$ cat config.mk
export PLATFORM = sky130hd
export DESIGN_NAME = fft_butterfly_flat
export DESIGN_NICKNAME = d
export VERILOG_FILES = /design/src/rtl/fft_pkg.sv /design/src/rtl/fft_butterfly_if.sv /design/src/rtl/fft_cmul.sv /design/src/rtl/fft_butterfly.sv /design/src/flat_wrapper.sv
export SDC_FILE = /design/constraint.sdc
export NUM_CORES = 2
export LEC_CHECK = 0
export CORE_MARGIN = 8
export CORE_UTILIZATION = 38
export DETAILED_ROUTE_END_ITERATION = 10
export GPL_ROUTABILITY_DRIVEN = 0
export MAX_ROUTING_LAYER = met4
export PLACE_DENSITY = 0.65
export SLEW_MARGIN = 0
export SYNTH_ARGS = -nofsm -noshare
export SYNTH_HDL_FRONTEND = slang
export SYNTH_HIERARCHICAL = 1
export SYNTH_SLANG_ARGS = --single-unit
$ cat constraint.sdc
create_clock -name clk -period 7.3 [get_ports clk]
set_input_delay 1.095 -clock clk [delete_from_list [all_inputs] [get_ports clk]]
set_output_delay 1.095 -clock clk [all_outputs]
set_load 0.05 [all_outputs]
$ cat src/rtl/fft_pkg.sv
// Shared constants and helpers for the audio FFT datapath.
// Optional feature: FFT_BFLY_SCALE_EN selects a per-stage divide-by-2 in the butterfly.
package fft_pkg;

  localparam int unsigned TW_W      = 13;
  localparam int unsigned TW_FRAC   = 12;
  localparam int unsigned FFT_N     = 128;
  localparam int unsigned TW_ADDR_W = 6;

  // Half an LSB of the twiddle fraction, for round-half-up.
  localparam int unsigned RND_CONST = 1 << (TW_FRAC - 1);

  // Output growth of a butterfly stage relative to the operand width.
`ifdef FFT_BFLY_SCALE_EN
  localparam int unsigned OW_GROW = 0;
`else
  localparam int unsigned OW_GROW = 1;
`endif

  localparam int unsigned SAT_W = 64;

  // Clamp a signed value into an ow-bit signed range; ovf flags a clamp.
  function automatic logic signed [SAT_W-1:0] sat_signed(
    input  logic signed [SAT_W-1:0] x,
    input  int unsigned             ow,
    output logic                    ovf
  );
    logic signed [SAT_W-1:0] hi;
    logic signed [SAT_W-1:0] lo;
    hi  = (64'sd1 <<< (ow - 1)) - 64'sd1;
    lo  = -hi - 64'sd1;
    ovf = 1'b0;
    if (x > hi) begin
      ovf = 1'b1;
      return hi;
    end
    if (x < lo) begin
      ovf = 1'b1;
      return lo;
    end
    return x;
  endfunction

endpackage

$ cat src/rtl/fft_butterfly_if.sv
// Operand/result bundle between the FFT controller, the butterfly and the stage RAM.
interface fft_butterfly_if
  import fft_pkg::*;
#(
  parameter int unsigned DW    = 16,
  parameter int unsigned TAG_W = 7
);

  localparam int unsigned OW = DW + OW_GROW;

  logic                   en;
  logic                   in_valid;
  logic signed [DW-1:0]   a_re;
  logic signed [DW-1:0]   a_im;
  logic signed [DW-1:0]   b_re;
  logic signed [DW-1:0]   b_im;
  logic signed [TW_W-1:0] w_re;
  logic signed [TW_W-1:0] w_im;
  logic [TAG_W-1:0]       in_tag;

  logic                   out_valid;
  logic signed [OW-1:0]   x_re;
  logic signed [OW-1:0]   x_im;
  logic signed [OW-1:0]   y_re;
  logic signed [OW-1:0]   y_im;
  logic [TAG_W-1:0]       out_tag;
  logic                   ovf;

  modport master (
    output en, in_valid, a_re, a_im, b_re, b_im, w_re, w_im, in_tag,
    input  out_valid, x_re, x_im, y_re, y_im, out_tag, ovf
  );

  modport slave (
    input  en, in_valid, a_re, a_im, b_re, b_im, w_re, w_im, in_tag,
    output out_valid, x_re, x_im, y_re, y_im, out_tag, ovf
  );

endinterface

$ cat src/rtl/fft_cmul.sv
// Two-stage complex multiplier W*B with round-half-up back to DW+1 bits.
module fft_cmul
  import fft_pkg::*;
#(
  parameter int unsigned DW = 16
) (
  input  logic                   clk,
  input  logic                   rst_n,
  input  logic                   i_en,
  input  logic signed [DW-1:0]   i_b_re,
  input  logic signed [DW-1:0]   i_b_im,
  input  logic signed [TW_W-1:0] i_w_re,
  input  logic signed [TW_W-1:0] i_w_im,
  output logic signed [DW:0]     o_wb_re,
  output logic signed [DW:0]     o_wb_im
);

  localparam int unsigned PW  = DW + TW_W;
  localparam int unsigned SW  = PW + 1;
  localparam int unsigned WBW = DW + 1;

  logic signed [PW-1:0]  r_p_rr;
  logic signed [PW-1:0]  r_p_ii;
  logic signed [PW-1:0]  r_p_ri;
  logic signed [PW-1:0]  r_p_ir;
  logic signed [SW-1:0]  w_p_re;
  logic signed [SW-1:0]  w_p_im;
  logic signed [SW-1:0]  w_sh_re;
  logic signed [SW-1:0]  w_sh_im;
  logic signed [WBW-1:0] r_wb_re;
  logic signed [WBW-1:0] r_wb_im;

  // Combine partial products and round away the twiddle fraction.
  always_comb begin
    w_p_re  = SW'(r_p_rr) - SW'(r_p_ii);
    w_p_im  = SW'(r_p_ri) + SW'(r_p_ir);
    w_sh_re = (w_p_re + $signed(SW'(RND_CONST))) >>> TW_FRAC;
    w_sh_im = (w_p_im + $signed(SW'(RND_CONST))) >>> TW_FRAC;
  end

  // Product stage followed by the rounded W*B stage.
  always_ff @(posedge clk) begin
    if (!rst_n) begin
      r_p_rr  <= '0;
      r_p_ii  <= '0;
      r_p_ri  <= '0;
      r_p_ir  <= '0;
      r_wb_re <= '0;
      r_wb_im <= '0;
    end else if (i_en) begin
      r_p_rr  <= PW'(i_b_re) * PW'(i_w_re);
      r_p_ii  <= PW'(i_b_im) * PW'(i_w_im);
      r_p_ri  <= PW'(i_b_re) * PW'(i_w_im);
      r_p_ir  <= PW'(i_b_im) * PW'(i_w_re);
      r_wb_re <= WBW'(w_sh_re);
      r_wb_im <= WBW'(w_sh_im);
    end
  end

  assign o_wb_re = r_wb_re;
  assign o_wb_im = r_wb_im;

endmodule

$ cat src/rtl/fft_butterfly.sv
// Pipelined radix-2 DIT butterfly: X = A + W*B, Y = A - W*B, four register stages.
// Optional feature: define FFT_BFLY_SCALE_EN to halve each result (OW = DW instead of DW+1).
module fft_butterfly
  import fft_pkg::*;
#(
  parameter int unsigned DW    = 16,
  parameter int unsigned TAG_W = 7
) (
  input logic            clk,
  input logic            rst_n,
  fft_butterfly_if.slave bus
);

  localparam int unsigned OW  = DW + OW_GROW;
  localparam int unsigned WBW = DW + 1;
  localparam int unsigned SW  = DW + 2;

  // S1 operand registers
  logic                   r_s1_valid;
  logic [TAG_W-1:0]       r_s1_tag;
  logic signed [DW-1:0]   r_s1_a_re;
  logic signed [DW-1:0]   r_s1_a_im;
  logic signed [DW-1:0]   r_s1_b_re;
  logic signed [DW-1:0]   r_s1_b_im;
  logic signed [TW_W-1:0] r_s1_w_re;
  logic signed [TW_W-1:0] r_s1_w_im;

  // A / tag / valid delay line aligned with the multiplier
  logic                   r_s2_valid;
  logic                   r_s3_valid;
  logic [TAG_W-1:0]       r_s2_tag;
  logic [TAG_W-1:0]       r_s3_tag;
  logic signed [DW-1:0]   r_s2_a_re;
  logic signed [DW-1:0]   r_s2_a_im;
  logic signed [DW-1:0]   r_s3_a_re;
  logic signed [DW-1:0]   r_s3_a_im;

  logic signed [WBW-1:0]  w_wb_re;
  logic signed [WBW-1:0]  w_wb_im;

  // S4 arithmetic
  logic signed [SW-1:0]   w_s_x_re;
  logic signed [SW-1:0]   w_s_x_im;
  logic signed [SW-1:0]   w_s_y_re;
  logic signed [SW-1:0]   w_s_y_im;
  logic signed [SW-1:0]   w_q_x_re;
  logic signed [SW-1:0]   w_q_x_im;
  logic signed [SW-1:0]   w_q_y_re;
  logic signed [SW-1:0]   w_q_y_im;
  logic signed [OW-1:0]   w_x_re;
  logic signed [OW-1:0]   w_x_im;
  logic signed [OW-1:0]   w_y_re;
  logic signed [OW-1:0]   w_y_im;
  logic                   w_ovf_x_re;
  logic                   w_ovf_x_im;
  logic                   w_ovf_y_re;
  logic                   w_ovf_y_im;

  // Output registers
  logic                   r_out_valid;
  logic [TAG_W-1:0]       r_out_tag;
  logic                   r_ovf;
  logic signed [OW-1:0]   r_x_re;
  logic signed [OW-1:0]   r_x_im;
  logic signed [OW-1:0]   r_y_re;
  logic signed [OW-1:0]   r_y_im;

  fft_cmul #(
    .DW (DW)
  ) u_cmul (
    .clk     (clk),
    .rst_n   (rst_n),
    .i_en    (bus.en),
    .i_b_re  (r_s1_b_re),
    .i_b_im  (r_s1_b_im),
    .i_w_re  (r_s1_w_re),
    .i_w_im  (r_s1_w_im),
    .o_wb_re (w_wb_re),
    .o_wb_im (w_wb_im)
  );

  // Sum/difference, optional halving, then saturation into the output width.
  always_comb begin
    w_s_x_re = SW'(r_s3_a_re) + SW'(w_wb_re);
    w_s_x_im = SW'(r_s3_a_im) + SW'(w_wb_im);
    w_s_y_re = SW'(r_s3_a_re) - SW'(w_wb_re);
    w_s_y_im = SW'(r_s3_a_im) - SW'(w_wb_im);
`ifdef FFT_BFLY_SCALE_EN
    w_q_x_re = (w_s_x_re + SW'(1)) >>> 1;
    w_q_x_im = (w_s_x_im + SW'(1)) >>> 1;
    w_q_y_re = (w_s_y_re + SW'(1)) >>> 1;
    w_q_y_im = (w_s_y_im + SW'(1)) >>> 1;
`else
    w_q_x_re = w_s_x_re;
    w_q_x_im = w_s_x_im;
    w_q_y_re = w_s_y_re;
    w_q_y_im = w_s_y_im;
`endif
    w_x_re = OW'(sat_signed(64'(w_q_x_re), OW, w_ovf_x_re));
    w_x_im = OW'(sat_signed(64'(w_q_x_im), OW, w_ovf_x_im));
    w_y_re = OW'(sat_signed(64'(w_q_y_re), OW, w_ovf_y_re));
    w_y_im = OW'(sat_signed(64'(w_q_y_im), OW, w_ovf_y_im));
  end

  // S1 capture, delay line and S4 output registers; en=0 freezes everything.
  always_ff @(posedge clk) begin
    if (!rst_n) begin
      r_s1_valid  <= 1'b0;
      r_s1_tag    <= '0;
      r_s1_a_re   <= '0;
      r_s1_a_im   <= '0;
      r_s1_b_re   <= '0;
      r_s1_b_im   <= '0;
      r_s1_w_re   <= '0;
      r_s1_w_im   <= '0;
      r_s2_valid  <= 1'b0;
      r_s3_valid  <= 1'b0;
      r_s2_tag    <= '0;
      r_s3_tag    <= '0;
      r_s2_a_re   <= '0;
      r_s2_a_im   <= '0;
      r_s3_a_re   <= '0;
      r_s3_a_im   <= '0;
      r_out_valid <= 1'b0;
      r_out_tag   <= '0;
      r_ovf       <= 1'b0;
      r_x_re      <= '0;
      r_x_im      <= '0;
      r_y_re      <= '0;
      r_y_im      <= '0;
    end else if (bus.en) begin
      r_s1_valid  <= bus.in_valid;
      r_s1_tag    <= bus.in_tag;
      r_s1_a_re   <= bus.a_re;
      r_s1_a_im   <= bus.a_im;
      r_s1_b_re   <= bus.b_re;
      r_s1_b_im   <= bus.b_im;
      r_s1_w_re   <= bus.w_re;
      r_s1_w_im   <= bus.w_im;
      r_s2_valid  <= r_s1_valid;
      r_s3_valid  <= r_s2_valid;
      r_s2_tag    <= r_s1_tag;
      r_s3_tag    <= r_s2_tag;
      r_s2_a_re   <= r_s1_a_re;
      r_s2_a_im   <= r_s1_a_im;
      r_s3_a_re   <= r_s2_a_re;
      r_s3_a_im   <= r_s2_a_im;
      r_out_valid <= r_s3_valid;
      r_out_tag   <= r_s3_tag;
      r_ovf       <= r_s3_valid & (w_ovf_x_re | w_ovf_x_im | w_ovf_y_re | w_ovf_y_im);
      r_x_re      <= w_x_re;
      r_x_im      <= w_x_im;
      r_y_re      <= w_y_re;
      r_y_im      <= w_y_im;
    end
  end

  assign bus.out_valid = r_out_valid;
  assign bus.out_tag   = r_out_tag;
  assign bus.ovf       = r_ovf;
  assign bus.x_re      = r_x_re;
  assign bus.x_im      = r_x_im;
  assign bus.y_re      = r_y_re;
  assign bus.y_im      = r_y_im;

endmodule

$ cat src/flat_wrapper.sv
// flat-port wrapper written by rule: the top's interface ports become plain ports
module fft_butterfly_flat import fft_pkg::*;
#(
  parameter int unsigned DW    = 16,
  parameter int unsigned TAG_W = 7
)
  (clk, rst_n, bus_en, bus_in_valid, bus_a_re, bus_a_im, bus_b_re, bus_b_im, bus_w_re, bus_w_im, bus_in_tag, bus_out_valid, bus_x_re, bus_x_im, bus_y_re, bus_y_im, bus_out_tag, bus_ovf);
  fft_butterfly_if #(.DW(DW), .TAG_W(TAG_W)) bus_i ();
  input logic clk;
  input logic rst_n;
  input wire logic [$bits(bus_i.en)-1:0] bus_en;
  input wire logic [$bits(bus_i.in_valid)-1:0] bus_in_valid;
  input wire logic [$bits(bus_i.a_re)-1:0] bus_a_re;
  input wire logic [$bits(bus_i.a_im)-1:0] bus_a_im;
  input wire logic [$bits(bus_i.b_re)-1:0] bus_b_re;
  input wire logic [$bits(bus_i.b_im)-1:0] bus_b_im;
  input wire logic [$bits(bus_i.w_re)-1:0] bus_w_re;
  input wire logic [$bits(bus_i.w_im)-1:0] bus_w_im;
  input wire logic [$bits(bus_i.in_tag)-1:0] bus_in_tag;
  output wire logic [$bits(bus_i.out_valid)-1:0] bus_out_valid;
  output wire logic [$bits(bus_i.x_re)-1:0] bus_x_re;
  output wire logic [$bits(bus_i.x_im)-1:0] bus_x_im;
  output wire logic [$bits(bus_i.y_re)-1:0] bus_y_re;
  output wire logic [$bits(bus_i.y_im)-1:0] bus_y_im;
  output wire logic [$bits(bus_i.out_tag)-1:0] bus_out_tag;
  output wire logic [$bits(bus_i.ovf)-1:0] bus_ovf;
  assign bus_i.en = bus_en;
  assign bus_i.in_valid = bus_in_valid;
  assign bus_i.a_re = bus_a_re;
  assign bus_i.a_im = bus_a_im;
  assign bus_i.b_re = bus_b_re;
  assign bus_i.b_im = bus_b_im;
  assign bus_i.w_re = bus_w_re;
  assign bus_i.w_im = bus_w_im;
  assign bus_i.in_tag = bus_in_tag;
  assign bus_out_valid = bus_i.out_valid;
  assign bus_x_re = bus_i.x_re;
  assign bus_x_im = bus_i.x_im;
  assign bus_y_re = bus_i.y_re;
  assign bus_y_im = bus_i.y_im;
  assign bus_out_tag = bus_i.out_tag;
  assign bus_ovf = bus_i.ovf;
  fft_butterfly #(.DW(DW), .TAG_W(TAG_W)) u_core (.clk(clk), .rst_n(rst_n), .bus(bus_i));
endmodule
Figure 1. M3 wires.
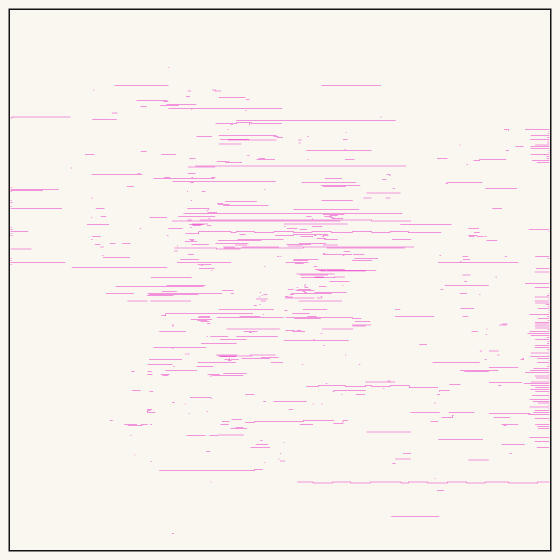
main direction: horizontal
nets with wire on the layer: 362
wire length on this layer: 6920 µm
longest straight run: 154 µm
share of all routed wire: 5.2%
GR Util met3: 0.0309
number of vias after detailed routing: 37.0k
total routed wirelength: 133 mm

Figure 2. Routed metal, one color a layer.
The bar under the picture is 100 µm long. Two of the layers only.
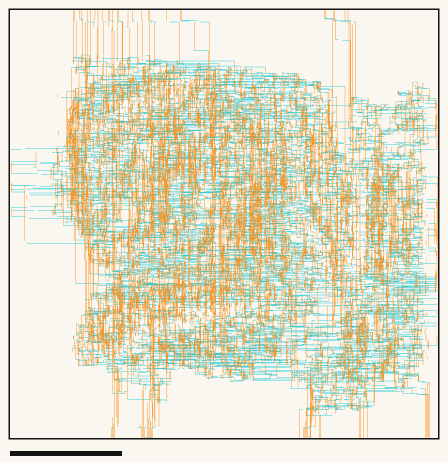
legend:
  metal 2:
    color: orange
    wire_length: 61.9 mm
  metal 1:
    color: cyan
    wire_length: 58.6 mm
Wirelength per Cell: 17.9 µm
GRT Total Usage: 0.185

Figure 3. PDN straps and rails.
The bar under the picture is 100 µm long. Pins as bars on the die edge.
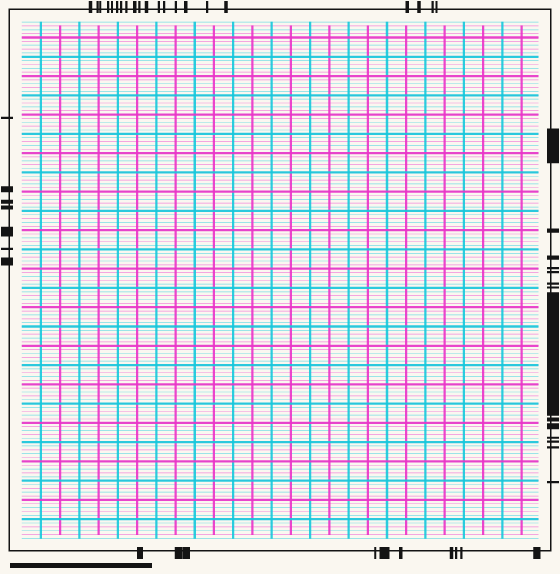
legend:
  VDD:
    color: magenta
  VSS:
    color: cyan
signal pins: 178
met1 rails: 135

## per-layer routing
| layer | up-vias | track usage | share of wire |
|---|---|---|---|
| li1 | 17500 | - | - |
| met1 | 18500 | 0.237 | 0.44 |
| met2 | 828 | 0.298 | 0.47 |
| met3 | 226 | 0.0309 | 0.052 |
| met4 | 0 | 0.0639 | 0.039 |
| met5 | - | - | 0 |
## logic make-up after synthesis
kind of cell             after synthesis
AND/OR/NAND/NOR                     1531
adder cells (fa/ha/maj)             1313
buffers and inverters               1177
AND-OR/OR-AND                        658
flip-flops                           405
multiplexers                         249
XOR/XNOR                             200
## layout make-up
cell class                 count  area (µm²)  share of cell area
antenna                        4        10.0            0.000178
inverter                     902        3390              0.0603
clock inverter                33         454             0.00808
multi-input combinational   3951       38100               0.677
sequential                   405        8110               0.144
tap                         1768        2210              0.0393
timing repair buffer         292        2690              0.0478
clock buffer                  59        1300              0.0232
## through the flow
stage | total power (W) | instance area (µm²) | utilization | hold slack [ns]
finish | 0.0107 | 56200 | 0.423 | 0.455
global route | 0.0114 | 56200 | 0.423 | 0.477
CTS | 0.0108 | 56200 | 0.423 | 0.458
detailed placement | 0.00800 | 54500 | 0.410 | 0.446
global placement | 0.00791 | 54500 | 0.410 | 0.438
floorplan | 0.00659 | 50700 | - | 0.425
## power by group through the flow
| stage | Sequential, W | Clock, W | Combinational [W] |
|---|---|---|---|
| 2_1_floorplan | 0.00300 | 0 | 0.00359 |
| 6_report | 0.00277 | 0.00268 | 0.00520 |
| 3_3_place_gp | 0.00281 | 0 | 0.00511 |
| 3_5_place_dp | 0.00282 | 0 | 0.00519 |
| 4_1_cts | 0.00277 | 0.00278 | 0.00522 |
| 5_1_grt | 0.00281 | 0.00287 | 0.00577 |
==> run summary <==
The layout was made with Yosys and OpenROAD.

After synthesis, the design contains 5533 cells according to Yosys. The worst setup path is captured at a register. The ratio of cells with drive above 1 in the final layout is 0.0498. The chip occupies 145000 µm². The data arrival time at the worst-slack endpoint is 7.23 ns. The initial utilization of the core area, before any placement, comes to 0.381. Per STA, the endpoint of the critical path is u_core/u_cmul/r_p_ri[28]. The path class of the tightest hold or removal check is register to register.

The area fraction in mux cells is 0.0492. Once placement completed, the tool counted placed cells totaling 7318. The initial antenna violation count is 5. The horizontal die dimension reported for this design is 381 µm. The net load switching power is 0.00443 W. The synthesized-area fraction occupied by ao, oa, aoi and oai cells is 0.0862.

The script logs the ratio of routed vias to standard cells as 4.99. The worst-case headroom to the max-slew limit is 0.270. TritonCTS built the clock tree.

The fill cell total of the finished layout is 12.9k. Looking at the critical path, the highest net fanout was 17. The number of cells on the worst hold path is 2.

Per Yosys stat, the portion of area used by sequential elements is 0.160. The type of origin of the critical path is a register. The STA report counts the stages on the worst setup path as 21. The total negative slack is 0 ns. The max-slew violation total from the final report is 0. The overall die height is 381 µm. The residual DRC count is 0. According to the timing report, the critical path is launched from u_core/r_s1_w_im[2]. The pre-CTS setup check shows a worst slack of 0.678 ns. During I/O placement, the number of pins put on the boundary was 178. The first detailed-routing pass took 5 iterations. The total number of nets in the final design is 6952.

The violation count after the first detailed-route iteration is 1903. The area fraction in full adders, half adders and majority gates is 0.437. The number of buffers and inverters on the critical path is 4.

Per STA, the worst path is made up of and2_1 > inv_1 > fa_1 > fa_1 > inv_1 > fa_1 > fa_1 > inv_1 > fa_1 > inv_1 > ha_1 > ha_1 > a21o_1 > a21o_1 > a21o_1 > or3_1 > o21ba_2 > a311o_1 > xnor2_1 > nand2_1 > o211a_1. The total leakage power is 27.5 nW. The worst stage delay on the critical path is 0.72 ns. The reg-to-reg startpoint is u_core/r_s1_w_im[2].

The total congestion overflow is 0. The post-CTS setup-driven buffer insertion count is 0. The share of total power dissipated in combinational logic is 0.488. The fraction of power consumed by the clock network is 0.252. The cell at the root of the clock tree is sky130_fd_sc_hd__clkbuf_16. In the CTS report, the clock slew at the register clock pins of the worst setup and hold paths is listed as 0.06 ns. The switching share of power is 0.416. Of the total synthesized cell area, the portion taken by AND, OR, NAND and NOR gates is 0.144. The count of library flops with an enable pin is 0.

The total of flip-flops plus latches after synthesis is 405. The average cell area after synthesis is 9.16 µm². The hold-critical path endpoint is u_core/u_cmul/r_p_rr[25]. The cell count of the worst reg-to-reg path is 21. The transition time of the tightest slew-check pin is 1.10 ns. The total tool warning count is 66. The number of hold violations in the final report is 0.

The cell accounting for the most synthesized area is sky130_fd_sc_hd__fa_1. The critical path in this run is classified as register to register. CTS reports a maximum clock tree buffer depth of 3. Among all flip-flop cells after synthesis, the most frequent one is sky130_fd_sc_hd__dfxtp_1.

Per the TritonCTS log, the buffer count is 49. The share of the synthesized area in the top cell type is 0.310. Looking at the critical path, the single cell with the biggest stage delay is sky130_fd_sc_hd__dfxtp_1.

The end of the worst register-to-register path is u_core/u_cmul/r_p_ri[28]. The clock period could shrink to 6.72 ns. By count the netlist is led by sky130_fd_sc_hd__inv_1, sky130_fd_sc_hd__fa_1, sky130_fd_sc_hd__nand2_1. The dominant cell type by count on the critical path is sky130_fd_sc_hd__fa_1.

The tree built by TritonCTS fans out to 405 sinks. In this run the core area contains 134 standard-cell rows. The flow ran to the end, and the final reports show no timing, DRC or antenna violations. The report lists the number of cells resized after CTS as 0. The via count of the first global-routing pass was 39.1k. The post-CTS hold buffer count recorded in the log is 0.

The detailed placement HPWL is 106 mm. The internal power summed over all cells is 0.00622 W. The mapped netlist covers 50700 µm². The most common logic cells in the final layout are sky130_fd_sc_hd__inv_1, sky130_fd_sc_hd__fa_1, sky130_fd_sc_hd__nand2_1. Clock skew on the completed layout was measured at 0.0244 ns.

In this run the tool buffered the top-level ports with 177 buffer cells. Between the synthesized netlist and the finished layout, the area growth was recorded as 11.0%. The clock reaches the later pin of the worst-skew pair after 0.64 ns. The yosys synthesis chip area is 50700 µm². Per the cell usage report, the commonest logic cell in the layout is sky130_fd_sc_hd__inv_1.

The synthesized-area fraction occupied by xor and xnor cells is 0.0346. The depth of the CTS H-tree is 2. Yosys reported that registers with async set or reset make up 0.

The main area contributors are sky130_fd_sc_hd__fa_1, sky130_fd_sc_hd__dfxtp_1, sky130_fd_sc_hd__ha_1. The worst-case reg-to-reg setup slack stands at 0.58 ns. The critical path endpoint has a required time of 7.81 ns. Of the total power, registers draw 0.260. The post-route antenna net violation count is 0.

The dominant kind of combinational cell is adder cells. The most repeated cell in the gate-level netlist after synthesis is sky130_fd_sc_hd__inv_1. The number of unique standard cell types used by synthesis is 103. The ratio of final minimum period to clock period is 0.920. The final worst setup slack is 0.581 ns.

The total of warnings raised by yosys is 6. The family of cells with the greatest summed delay on the critical path is adder cells. Per the hold report, the tightest min-delay path originates at u_core/u_cmul/r_p_rr[25]. Static timing analysis puts the maximum clock frequency at 149 MHz. The worst VDD IR drop from the latest analysis is 0.167 mV.
Power figures rest on the tool's default switching activity, not on a simulated workload.
